[src/rtl/mat_pkg.sv]
// mat_pkg: shared types and constants for the MatUnit input sequencer.
//   word_t         - one IEEE-754 single-precision word, carried as raw bits
//   feeder_state_t - sequencer states
//   WORD_ZERO      - all-zero word driven on idle or bubble lanes
//   WORD_ONE       - 1.0f bit pattern
package mat_pkg;

  typedef logic [31:0] word_t;

  typedef enum logic [2:0] {
    S_IDLE      = 3'd0,
    S_W_COLLECT = 3'd1,
    S_W_EMIT    = 3'd2,
    S_X_STREAM  = 3'd3,
    S_X_DRAIN   = 3'd4
  } feeder_state_t;

  localparam word_t WORD_ZERO = 32'h0000_0000;
  localparam word_t WORD_ONE  = 32'h3F80_0000;

endpackage

[src/rtl/mat_skew_line.sv]
// mat_skew_line: word + valid delay line of DEPTH registers.
//   clock, reset_n - clock and async active-low clear
//   d_in, v_in     - word and valid entering the line
//   d_out, v_out   - the same word and valid, DEPTH cycles later
// DEPTH=0 is a wire; the caller's own stage register then provides the
// only registered delay on that lane.
module mat_skew_line
  import mat_pkg::*;
#(
  parameter int DEPTH = 1
) (
  input  logic  clock,
  input  logic  reset_n,
  input  word_t d_in,
  input  logic  v_in,
  output word_t d_out,
  output logic  v_out
);

  generate
    if (DEPTH == 0) begin : g_pass
      assign d_out = d_in;
      assign v_out = v_in;
    end else begin : g_shift
      word_t            data_r [DEPTH];
      logic [DEPTH-1:0] valid_r;

      // Shift word and valid together one stage per cycle.
      always_ff @(posedge clock or negedge reset_n) begin
        if (!reset_n) begin
          for (int k = 0; k < DEPTH; k++) begin
            data_r[k] <= WORD_ZERO;
          end
          valid_r <= '0;
        end else begin
          data_r[0]  <= d_in;
          valid_r[0] <= v_in;
          for (int k = 1; k < DEPTH; k++) begin
            data_r[k]  <= data_r[k-1];
            valid_r[k] <= valid_r[k-1];
          end
        end
      end

      assign d_out = data_r[DEPTH-1];
      assign v_out = valid_r[DEPTH-1];
    end
  endgenerate

endmodule

[src/rtl/mat_feeder.sv]
// mat_feeder: transmit-side sequencer for the MatUnit systolic array.
// Collects an N x N weight matrix, replays it diagonally skewed while
// load_weight is high, then streams activation rows with the same skew.
//   clock, reset_n          - clock, async active-low reset
//   w_valid/w_ready/w_row   - weight row handshake, lane i = w_row[i]
//   x_valid/x_ready/x_row   - activation row handshake
//   x_last                  - final activation row of a batch
//   load_weight             - high while weights are being emitted
//   weight_progress         - emit cycle index p = 0..2N-1
//   data_in/data_in_valid   - skewed lane words; lane i lags lane 0 by i
//   busy                    - sequencer not idle
module mat_feeder
  import mat_pkg::*;
#(
  parameter int N  = 4,
  parameter int PW = $clog2(2*N)
) (
  input  logic            clock,
  input  logic            reset_n,
  input  logic            w_valid,
  output logic            w_ready,
  input  word_t [N-1:0]   w_row,
  input  logic            x_valid,
  output logic            x_ready,
  input  word_t [N-1:0]   x_row,
  input  logic            x_last,
  output logic            load_weight,
  output logic [PW-1:0]   weight_progress,
  output word_t [N-1:0]   data_in,
  output logic [N-1:0]    data_in_valid,
  output logic            busy
);

  localparam int RW = (N > 1) ? $clog2(N) : 1;
  localparam logic [RW-1:0] LAST_ROW    = RW'(N-1);
  localparam logic [RW-1:0] ONE_ROW     = RW'(1);
  localparam logic [PW-1:0] N_P         = PW'(N);
  localparam logic [PW-1:0] EMIT_LAST_P = PW'(2*N-2);
  localparam logic [PW-1:0] FINAL_P     = PW'(2*N-1);

  feeder_state_t  state_r, state_nxt_s;
  logic [RW-1:0]  cnt_r, cnt_nxt_s;
  logic           load_weight_r, load_nxt_s;
  logic [PW-1:0]  weight_progress_r, prog_nxt_s;
  logic           w_ready_r, x_ready_r, busy_r;
  word_t [N-1:0]  weights_r [N];
  logic [RW-1:0]  wr_row_s;
  logic           w_acc_s, x_acc_s;
  logic [PW-1:0]  feed_idx_s;
  word_t [N-1:0]  feed_d_s, stage_d_r;
  logic           feed_v_s, stage_v_r;
  word_t          lane_d_s [N];
  logic           lane_v_s [N];

  // Ready flags are registered, so they alone qualify a handshake.
  assign w_acc_s    = w_valid & w_ready_r;
  assign x_acc_s    = x_valid & x_ready_r;
  assign feed_idx_s = weight_progress_r + 1'b1;

  // Next state and shared row/drain counter.
  always_comb begin
    state_nxt_s = state_r;
    cnt_nxt_s   = cnt_r;
    case (state_r)
      S_IDLE: begin
        if (w_acc_s) begin
          state_nxt_s = S_W_COLLECT;
          cnt_nxt_s   = ONE_ROW;
        end else begin
          state_nxt_s = S_IDLE;
        end
      end
      S_W_COLLECT: begin
        if (w_acc_s && (cnt_r == LAST_ROW)) begin
          state_nxt_s = S_W_EMIT;
          cnt_nxt_s   = '0;
        end else if (w_acc_s) begin
          cnt_nxt_s = cnt_r + 1'b1;
        end else begin
          cnt_nxt_s = cnt_r;
        end
      end
      S_W_EMIT: begin
        // Leave one cycle early: the final emit index is still shown
        // registered while x_ready is already up.
        if (weight_progress_r == EMIT_LAST_P) begin
          state_nxt_s = S_X_STREAM;
        end else begin
          state_nxt_s = S_W_EMIT;
        end
      end
      S_X_STREAM: begin
        if (x_acc_s && x_last) begin
          state_nxt_s = S_X_DRAIN;
          cnt_nxt_s   = '0;
        end else begin
          state_nxt_s = S_X_STREAM;
        end
      end
      S_X_DRAIN: begin
        if (cnt_r == LAST_ROW) begin
          state_nxt_s = S_IDLE;
          cnt_nxt_s   = '0;
        end else begin
          cnt_nxt_s = cnt_r + 1'b1;
        end
      end
      default: begin
        state_nxt_s = S_IDLE;
        cnt_nxt_s   = '0;
      end
    endcase
  end

  // Next values of load_weight / weight_progress.
  always_comb begin
    load_nxt_s = 1'b0;
    prog_nxt_s = '0;
    if (state_nxt_s == S_W_EMIT) begin
      load_nxt_s = 1'b1;
      if (state_r == S_W_EMIT) begin
        prog_nxt_s = feed_idx_s;
      end else begin
        prog_nxt_s = '0;
      end
    end else if ((state_r == S_W_EMIT) && (state_nxt_s == S_X_STREAM)) begin
      load_nxt_s = 1'b1;
      prog_nxt_s = FINAL_P;
    end else begin
      load_nxt_s = 1'b0;
      prog_nxt_s = '0;
    end
  end

  // Row that lane 0's stage loads this cycle; skew lines add the diagonal.
  always_comb begin
    feed_d_s = '0;
    feed_v_s = 1'b0;
    case (state_r)
      S_W_COLLECT: begin
        // Row 0 must enter the stage on the same edge that captures row N-1.
        if (w_acc_s && (cnt_r == LAST_ROW)) begin
          feed_d_s = weights_r[0];
          feed_v_s = 1'b1;
        end else begin
          feed_v_s = 1'b0;
        end
      end
      S_W_EMIT: begin
        if (feed_idx_s < N_P) begin
          feed_d_s = weights_r[feed_idx_s[RW-1:0]];
          feed_v_s = 1'b1;
        end else begin
          feed_v_s = 1'b0;
        end
      end
      S_X_STREAM: begin
        if (x_acc_s) begin
          feed_d_s = x_row;
          feed_v_s = 1'b1;
        end else begin
          feed_v_s = 1'b0;
        end
      end
      default: begin
        feed_v_s = 1'b0;
      end
    endcase
  end

  // Weight-store write row: row 0 from IDLE, else the collect count.
  always_comb begin
    if (state_r == S_IDLE) begin
      wr_row_s = '0;
    end else begin
      wr_row_s = cnt_r;
    end
  end

  // FSM state and registered control outputs.
  always_ff @(posedge clock or negedge reset_n) begin
    if (!reset_n) begin
      state_r           <= S_IDLE;
      cnt_r             <= '0;
      load_weight_r     <= 1'b0;
      weight_progress_r <= '0;
      w_ready_r         <= 1'b0;
      x_ready_r         <= 1'b0;
      busy_r            <= 1'b0;
    end else begin
      state_r           <= state_nxt_s;
      cnt_r             <= cnt_nxt_s;
      load_weight_r     <= load_nxt_s;
      weight_progress_r <= prog_nxt_s;
      w_ready_r         <= (state_nxt_s == S_IDLE) || (state_nxt_s == S_W_COLLECT);
      x_ready_r         <= (state_nxt_s == S_X_STREAM);
      busy_r            <= (state_nxt_s != S_IDLE);
    end
  end

  // Weight store: capture each accepted weight row.
  always_ff @(posedge clock or negedge reset_n) begin
    if (!reset_n) begin
      for (int r = 0; r < N; r++) begin
        weights_r[r] <= '0;
      end
    end else if (w_acc_s) begin
      weights_r[wr_row_s] <= w_row;
    end
  end

  // Lane-0 stage register shared by every lane's skew line.
  always_ff @(posedge clock or negedge reset_n) begin
    if (!reset_n) begin
      stage_d_r <= '0;
      stage_v_r <= 1'b0;
    end else begin
      stage_d_r <= feed_d_s;
      stage_v_r <= feed_v_s;
    end
  end

  genvar gi;
  generate
    for (gi = 0; gi < N; gi++) begin : g_lane
      mat_skew_line #(.DEPTH(gi)) u_skew (
        .clock   (clock),
        .reset_n (reset_n),
        .d_in    (stage_d_r[gi]),
        .v_in    (stage_v_r),
        .d_out   (lane_d_s[gi]),
        .v_out   (lane_v_s[gi])
      );
      assign data_in[gi]       = lane_d_s[gi];
      assign data_in_valid[gi] = lane_v_s[gi];
    end
  endgenerate

  assign w_ready         = w_ready_r;
  assign x_ready         = x_ready_r;
  assign load_weight     = load_weight_r;
  assign weight_progress = weight_progress_r;
  assign busy            = busy_r;

endmodule
[config.mk]
export PLATFORM = sky130hd
export DESIGN_NAME = mat_feeder
export DESIGN_NICKNAME = d
export VERILOG_FILES = /design/src/rtl/mat_pkg.sv /design/src/rtl/mat_skew_line.sv /design/src/rtl/mat_feeder.sv
export SDC_FILE = /design/constraint.sdc
export NUM_CORES = 1
export LEC_CHECK = 0
export CAP_MARGIN = 10
export CORE_MARGIN = 3
export CORE_UTILIZATION = 40
export CTS_CLUSTER_SIZE = 30
export DETAILED_ROUTE_END_ITERATION = 6
export PLACE_DENSITY = 0.64
export SLEW_MARGIN = 20
export SYNTH_ARGS = -nofsm -noshare
export SYNTH_HDL_FRONTEND = slang
export SYNTH_HIERARCHICAL = 1
export SYNTH_SLANG_ARGS = --single-unit
[constraint.sdc]
create_clock -name clock -period 7.1 [get_ports clock]
set_input_delay 2.13 -clock clock [delete_from_list [all_inputs] [get_ports clock]]
set_output_delay 2.13 -clock clock [all_outputs]
set_load 0.02 [all_outputs]
==> results_dict.tcl <==
# metrics dict for downstream scripts
set metrics [dict create \
    numSynthFlops 851 \
    grt.overflow.total 0 \
    placed_area_um2 38300 \
    setup_viol 0 \
    first_global_vias 21700 \
    wl_per_cell_um 23.9 \
    port_buffers 399 \
    async_flop_share 1.00 \
    cts_tree "built" \
    worstSetupStartpoint "weight_progress[0]$_DFF_PN0_" \
    worstHoldStart "g_lane[3].u_skew/g_shift.data_r[63]$_DFF_PN0_" \
    via_per_inst 5.36 \
    p_leak_nw 18.3 \
    cp_data_required_time_ps 4970 \
    setup_slack_ps 2740 \
    cts-hold-fix-buffers 0 \
    htreeDepth 3 \
    dp.cells 3373 \
    logic_family "multiplexers" \
    clk_pin_slew_ps 60 \
    dpl.hpwl_um 49500 \
    p_total_mw 17.1 \
    synth_cells 2052 \
    worstReg2RegEnd "stage_d_r[99]$_DFF_PN0_" \
    mux_area_frac 0.255 \
    finalClockPeriodUsage 0.613 \
    worst-path-buf-inv 1 \
    n_fill_cell 6998 \
    most-common-layout-cells "850 x dfrtp_1, 512 x mux2_2, 398 x clkdlybuf4s50_1" \
    fp_util 0.405 \
    crit_end "weight_progress[0]" \
    switching_share 0.284 \
    rsz0062_at_grt "no" \
    path_max_fanout 30 \
    grt_pass1_wl_um 132000 \
    placementRows 106 \
    io_pins 400 \
    grt_antenna_before_repair 30 \
    cts_setup_buffers 0 \
    crit_arrival_ps 2230 \
    clockBufferCount 131 \
    tns_ps 0 \
    ys_area_um2 34000 \
    skew_ps 24.7 \
    clkPwrFrac 0.273 \
    whs_endpoint "g_lane[3].u_skew/d_out[31]$_DFF_PN0_" \
    largest_class "flip-flops and latches" \
    gp_congestion 0.765 \
    cellPowerDensity_nw_per_um2 414 \
    p_comb_frac 0.277 \
    die_h_um 297 \
    drive_above_1_share 0.343 \
    clockRootBuffer "clkbuf_16" \
    holdCritPathClass "reg2reg" \
    area_delta_synth_final_pct 21.7 \
    die_width_um 297 \
    comb_cell_power_mw 4.74 \
    crit_path_end_kind "output pin" \
    pre_cts_slack_ps 2310 \
    rrSetupSlack_ps 3460 \
    ys_cells 2052 \
    p_sw_mw 4.85 \
    synthTopCellsByCount "851 x dfrtp_1, 512 x mux2_2, 128 x a221o_1, 128 x and3_1, 128 x mux4_2" \
    seq_cells 851 \
    syn_nets 2316 \
    cp_slowest_stage_delay_ps 850 \
    hold_ws_ps 332 \
    crit_type "reg2out" \
    drt_iter0_drc 915 \
    lay_top_count "dfrtp_1" \
    grt_start_max_net_pins 148 \
    top_area_cell "dfrtp_1" \
    max_slew.worst_pin.slew_ps 993 \
    syn_area_um2 34000 \
    start_kind "register" \
    warnings 42 \
    nets 2597 \
    cp.depth 1 \
    dr.pass1.iters 5 \
    ff2ff_path_depth 5 \
    max-cap-violations 0 \
    min_path_cells 0 \
    fin_crit_ps 4360 \
    coreArea_um2 84000 \
    crit_family "flip-flops" \
    ys_sh_adder 0.00111 \
    outcome "finished clean" \
    logic_gate_count 952 \
    signal_buffers 430 \
    top_power_group "registers" \
    regMostFlops "weights_r" \
    buf_share 0.106 \
    yosysUniqueCellTypes 42 \
    ys_sh_aoi 0.0430 \
    diodes 21 \
    tap-cell-count 1134 \
    clkCellAreaFrac 0.0717 \
    top_usage_layer "met2" \
    pg_clk_mw 4.66 \
    design_area_um2 41300 \
    crit_path_top_delay_cell "dfrtp_4" \
    ys_sh_simple 0.0289 \
    post-synth-top-count-cell "dfrtp_1" \
    synth-edff-count 0 \
    sh_seq_area 0.515 \
    synthFlopType "dfrtp_1" \
    p_int_mw 12.3 \
    relSlewSlack 0.338 \
    max_freq_mhz 230 \
    yosysTopAreaCellShare 0.627 \
    topCellsByArea "dfrtp_1 63%, mux2_2 17%, mux4_2 8.5%, a221o_1 3.8%, buf_4 2.6%" \
    largest_reg_flops 512 \
    ys_seq_share 0.627 \
    ant_nets 0 \
    fin_cells 3555 \
    synthXorXnorAreaFrac 0 \
    comb_area_frac 0.271 \
    clock_latency_ps 630 \
    clockBufferDepth 3 \
    synth.avg_cell_area_um2 16.6 \
    drc 0 \
    seqPwrFrac 0.450 \
    top_layer "met5" \
    biggestRegsByFlops "weights_r x512, stage_d_r x128" \
    hold_viol_final 0 \
    vias 19100 \
    wl_met2_um 42200 \
    cts_resized 0 \
    peakVddDrop_mv 0.213 \
    inv_count 6 \
    drt-total-wl_um 85100 \
    wl_met3_um 5270 \
    cts_buffers 92 \
    use_met3 0.0533 \
    slew_viol_final 0 \
    r2r-start "weight_progress[0]$_DFF_PN0_" \
    wl_met1_um 35300 \
    synth_warnings 6 \
    die_area_um2 88500 \
    crit_chain "clkdlybuf4s50_1" \
]
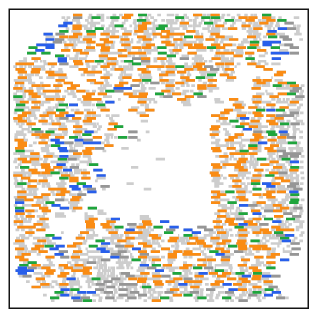
**Above:** where the registers sit.
(1 px per um) Other sequential cells in the stronger grey, the rest of the logic in the fainter grey.
orange -> `weights_r`  # placed flops 512, where spread over the die
green -> `stage_d_r`  # placed flops 128, where spread over the die
blue -> `g_lane.u_skew/g_shift.data_r`  # placed flops 96, where spread over the die
not coloured = 115
final core utilization: 0.492
seq pwr: 7.71 mW
Register Area: 21300 um^2

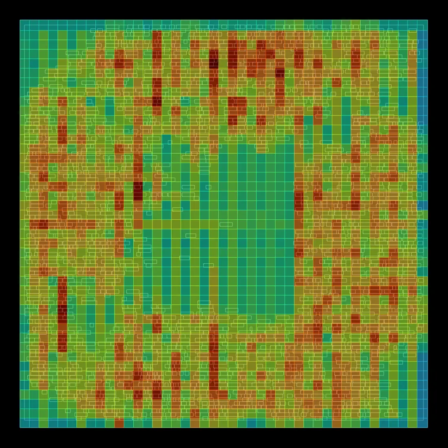
**Above:** routing congestion.
routing usage on met2: 0.320
GRT Total Usage: 0.192
grt met1 use: 0.240

Power is estimated from default activity; no workload was simulated.
